### src/rtl/memory_write.sv
`default_nettype none
// ============================================================================
// Module   : memory_write
// Purpose  : Write-back stage. Takes a buffer of NWORDS words and a base
//            address on a Start/Ready handshake. Writes the words to memory
//            one per cycle at consecutive addresses. MemWait applies
//            back-pressure. done_vld pulses for one cycle when the transfer
//            completes.
// Ports    :
//   Clk       in   clock, rising edge
//   Rst_n     in   asynchronous active-low reset
//   Start     in   request to write a buffer (accepted when Ready=1)
//   AddrIn    in   base address, sampled with accepted Start
//   DataBuff  in   buffer; word i = DataBuff[DATA_W*i +: DATA_W]
//   MemWait   in   memory busy; the presented write is held while high
//   Ready     out  high in IDLE only
//   Addr      out  memory write address
//   DataIn    out  memory write data
//   WR        out  write strobe
//   done_vld  out  one-cycle completion pulse
// Revision : 1.0  initial release
// ============================================================================
module memory_write #(
  parameter int DATA_W = 16,
  parameter int ADDR_W = 16,
  parameter int NWORDS = 16
) (
  input  logic                       Clk,
  input  logic                       Rst_n,
  input  logic                       Start,
  input  logic [ADDR_W-1:0]          AddrIn,
  input  logic [DATA_W*NWORDS-1:0]   DataBuff,
  input  logic                       MemWait,
  output logic                       Ready,
  output logic [ADDR_W-1:0]          Addr,
  output logic [DATA_W-1:0]          DataIn,
  output logic                       WR,
  output logic                       done_vld
);

  localparam int IDX_W = (NWORDS > 1) ? $clog2(NWORDS) : 1;
  localparam logic [IDX_W-1:0] C_LAST_IDX = IDX_W'(NWORDS - 1);

  typedef enum logic [1:0] {
    S_IDLE  = 2'd0,
    S_WRITE = 2'd1,
    S_DONE  = 2'd2
  } state_t;

  state_t                     r_state, w_state_nxt;
  logic [IDX_W-1:0]           r_idx, w_idx_nxt, w_idx_inc;
  logic [ADDR_W-1:0]          r_base, w_base_nxt;
  logic [DATA_W*NWORDS-1:0]   r_shadow, w_shadow_nxt;
  logic [ADDR_W-1:0]          w_addr_nxt;
  logic [DATA_W-1:0]          w_data_nxt;
  logic                       w_wr_nxt;
  logic                       w_done_nxt;
  logic                       w_ready_nxt;

  assign w_idx_inc = r_idx + IDX_W'(1);

  // State register
  always_ff @(posedge Clk or negedge Rst_n) begin
    if (!Rst_n) begin
      r_state <= S_IDLE;
    end else begin
      r_state <= w_state_nxt;
    end
  end

  // Next-state and next-output logic. Every output is registered, so this
  // block computes the values the outputs take after the coming edge.
  always_comb begin
    w_state_nxt  = r_state;
    w_idx_nxt    = r_idx;
    w_base_nxt   = r_base;
    w_shadow_nxt = r_shadow;
    w_addr_nxt   = Addr;
    w_data_nxt   = DataIn;
    w_wr_nxt     = WR;
    w_done_nxt   = 1'b0;
    w_ready_nxt  = Ready;

    case (r_state)
      S_IDLE: begin
        // MemWait is ignored here; it only throttles the WRITE state.
        if (Start && Ready) begin
          w_base_nxt   = AddrIn;
          w_shadow_nxt = DataBuff;
          w_idx_nxt    = '0;
          w_addr_nxt   = AddrIn;
          w_data_nxt   = DataBuff[DATA_W-1:0];
          w_wr_nxt     = 1'b1;
          w_ready_nxt  = 1'b0;
          w_state_nxt  = S_WRITE;
        end
      end

      S_WRITE: begin
        // A word is accepted when WR=1 and MemWait=0; otherwise everything holds.
        if (!MemWait) begin
          if (r_idx == C_LAST_IDX) begin
            w_wr_nxt    = 1'b0;
            w_done_nxt  = 1'b1;
            w_state_nxt = S_DONE;
          end else begin
            w_idx_nxt  = w_idx_inc;
            // Address wraps modulo 2^ADDR_W by truncation.
            w_addr_nxt = r_base + ADDR_W'(w_idx_inc);
            w_data_nxt = r_shadow[w_idx_inc*DATA_W +: DATA_W];
          end
        end
      end

      S_DONE: begin
        w_ready_nxt = 1'b1;
        w_state_nxt = S_IDLE;
      end

      default: begin
        w_wr_nxt    = 1'b0;
        w_ready_nxt = 1'b1;
        w_state_nxt = S_IDLE;
      end
    endcase
  end

  // Datapath and output registers
  always_ff @(posedge Clk or negedge Rst_n) begin
    if (!Rst_n) begin
      r_idx    <= '0;
      r_base   <= '0;
      r_shadow <= '0;
      Addr     <= '0;
      DataIn   <= '0;
      WR       <= 1'b0;
      done_vld <= 1'b0;
      Ready    <= 1'b1;
    end else begin
      r_idx    <= w_idx_nxt;
      r_base   <= w_base_nxt;
      r_shadow <= w_shadow_nxt;
      Addr     <= w_addr_nxt;
      DataIn   <= w_data_nxt;
      WR       <= w_wr_nxt;
      done_vld <= w_done_nxt;
      Ready    <= w_ready_nxt;
    end
  end

endmodule
`default_nettype wire

### config.mk
export PLATFORM = sky130hd
export DESIGN_NAME = memory_write
export DESIGN_NICKNAME = d
export VERILOG_FILES = /design/src/rtl/memory_write.sv
export SDC_FILE = /design/constraint.sdc
export NUM_CORES = 1
export LEC_CHECK = 0
export CORE_MARGIN = 2
export CORE_UTILIZATION = 40
export DETAILED_ROUTE_END_ITERATION = 10
export DONT_BUFFER_PORTS = 1
export HOLD_SLACK_MARGIN = 0.08
export PLACE_DENSITY = 0.66
export REMOVE_ABC_BUFFERS = 1
export SLEW_MARGIN = 20
export SYNTH_ARGS = -nofsm -noshare
export SYNTH_HDL_FRONTEND = slang
export SYNTH_SLANG_ARGS = --single-unit
### constraint.sdc
create_clock -name Clk -period 3.7 [get_ports Clk]
set_input_delay 0.74 -clock Clk [delete_from_list [all_inputs] [get_ports Clk]]
set_output_delay 0.74 -clock Clk [all_outputs]
set_load 0.05 [all_outputs]
Figure 1. Met4 routing.
Bar = 50 um.
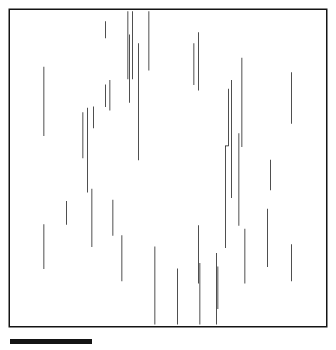
- nets with wire on the layer: 21
- wire length on this layer: 1240 um
- longest straight run: 72.1 um
- share of all routed wire: 3.2%

Figure 2. Routed metal, one color a layer.
Bar = 50 um.
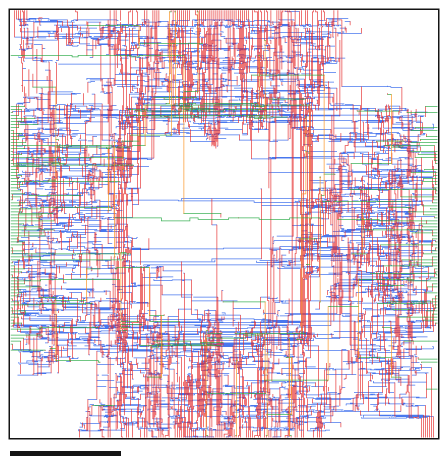
- blue: metal 1 (wire length 17100 um)
- red: metal 2 (wire length 17900 um)
- orange: metal 4 (wire length 1240 um)
- green: metal 3 (wire length 2910 um)

==> impl_metrics.yaml <==
# physical design summary
setup_path:
  cp_max_fo: 17
  worstPathRequired_ns: 4.10
  timing.setup.critical_path_class: "flop to flop"
  cp_cell_sequence: "ha_4 -> xnor2_4 -> buf_4 -> nand2_1 -> o22ai_1 -> nor3_1 -> a221o_1"
  largest_incremental_delay_on_the_critical_path_ns: 0.64
  worstSetupStartpointType: "flop"
  worst-endpoint-arrival_ns: 3.34
global_route:
  grt_usage: 0.206
sta:
  holdWs_ns: -0.0933
  slew-limit-headroom: 0.342
  final-hold-violation-count: 248
  skew_ns: 0.0240
  final-setup-viol-count: 0
  final.setup.tns_ns: 0
  timing_limited_maximum_frequency_ghz: 0.340
  final-max-slew-violation-count: 0
  tightestPinTransition_ns: 0.986
layout:
  layout_top_cells: "sky130_fd_sc_hd__nand2_1, sky130_fd_sc_hd__dfrtp_1, sky130_fd_sc_hd__clkbuf_16, sky130_fd_sc_hd__mux4_2"
  final-comb-area_um2: 6160
synthesis:
  netlist_area_um2: 14400
  synth-cells-yosys: 1586
  yosys.area_share.adder: 0.00574
  ys_top_logic_family: "simple AND/OR/NAND/NOR gates"
  synth-seq-cells: 313
  synth-xor-area-share: 0.00974
  async_flop_share: 1.00
  synth_cells: 1586
  aoi_share: 0.0614
  yosysWarningCount: 0
  synth_chip_area_um2: 14400
clocking:
  htreeDepth: 2
  cts_buffer_depth: 3
  cts_repair_resize_count: 0
  numClockSinks: 313
  ctsRootBufferMaster: "sky130_fd_sc_hd__clkbuf_16"
  tritoncts.num_buffers: 36
  worstSkewPairLatency_ns: 0.53
pwr:
  power_density_nw_per_um2: 996
  ir_drop_v: 0.000712
route:
  route.final.wire_length_um: 39200
  post-route-drc-count: 0
floorplanning:
  die_width_um: 194
  die.size.y_um: 194
outcome:
  failed_checks: "hold timing"
  outcome: "finished, violations left"
placed_design:
  port-buffer-count: 0
Figure 3. Placement by cell class.
Bar = 50 um. Fill, decap, tap and diode cells in gray.
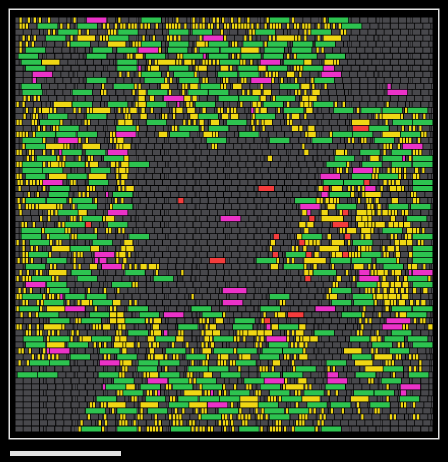
- red: other buffers and delay cells (cells 19)
- magenta: clock drivers and dummy loads (cells 65)
- green: flops (cells 313)
- yellow: combinational and other logic (cells 1175)

final timing paths:
check | to | start | depth (start not counted) | slack (ns)
worst max register to register | DataIn[13] | r_idx[0] | 7 | 0.76
max in group asynchronous | r_shadow[13] | Rst_n | 0 | 3.36
worst max-delay path | DataIn[13] | r_idx[0] | 7 | 0.76
min in group Clk | r_state[1] | MemWait | 1 | 0.29
worst min-delay path | r_shadow[222] | Rst_n | 0 | -0.09
worst min register to register | r_shadow[176] | r_shadow[176] | 2 | 0.47
power by group:
group / switching [mW] / internal [mW] / total, mW
clock: 1.42 / 2.07 / 3.49
combinational: 3.17 / 2.57 / 5.74
sequential: 1.66 / 4.99 / 6.66
total: 6.25 / 9.64 / 15.9
area by class of cell:
class                   instances  area share
clock inverters                11     0.00722
repair buffers                 19      0.0129
clock buffers                  54      0.0645
inverters                       6     0.00157
multi-input cells            1169       0.386
flip-flops and latches        313       0.491
well taps                     461      0.0362
diodes                          1    0.000157
flip-flops by register name, indices dropped and copies added, names as in the netlist:
| name | count |
|---|---|
| Ready | 1 |
| r_state | 2 |
| r_base | 16 |
| r_idx | 4 |
| Addr | 16 |
| DataIn | 16 |
| r_shadow | 256 |
| WR | 1 |
| done_vld | 1 |
cell families (layout without fill, tap and decap cells):
family	Yosys count	count (layout)
adder cells (fa/ha/maj)	6	6
AND-OR/OR-AND	123	123
XOR/XNOR	13	13
multiplexers	95	95
buffers and inverters	104	90
flip-flops	313	313
other	0	1
AND/OR/NAND/NOR	932	932
routing by layer:
layer	wire (um)	vias up	global-route usage
met5	0	-	0
met4	1240	0	0.0744
met3	2910	82	0.0531
met2	17900	342	0.319
met1	17100	5252	0.282
li1	-	5099	-
worst max-delay path, delay by kind of cell, from the launching register on:
kind | cells | cell delay (ns)
AND-OR/OR-AND | 2 | 0.71
buffers and inverters | 1 | 0.34
flip-flops | 1 | 0.62
adder cells (fa/ha/maj) | 1 | 0.25
XOR/XNOR | 1 | 0.17
AND/OR/NAND/NOR | 2 | 0.72
synthesized netlist by cell type, drive strengths merged (2+ instances only):
master,number,share of area
nor2,30,0.0084
inv,6,0.0017
mux2i,30,0.021
dfrtp,312,0.54
a221o,15,0.010
mux2,30,0.023
nand3,9,0.0031
clkbuf,70,0.018
nand2b,3,0.0015
buf,28,0.011
and3,3,0.0013
xnor2,8,0.0067
nor3,11,0.0038
nand2,868,0.23
nor2b,3,0.0013
o21ai,29,0.010
mux4,35,0.055
a211oi,8,0.0045
a221oi,14,0.0085
o22ai,22,0.0096
a311oi,15,0.0091
a21oi,11,0.0038
xor2,5,0.0030
ha,5,0.0043
nand4,2,0.00087
metrics by stage:
step | area, um^2 | utilization | total power, mW | instances
3_5_place_dp | 14800 | 0.417 | 12.5 | 1968
2_1_floorplan | 14000 | - | 10.8 | 1488
5_1_grt | 16000 | 0.450 | 17.0 | 2034
3_3_place_gp | 14800 | 0.417 | 12.3 | 1968
4_1_cts | 16000 | 0.450 | 16.0 | 2033
6_report | 16000 | 0.450 | 15.9 | 2034
Power and IR drop assume default switching activity.
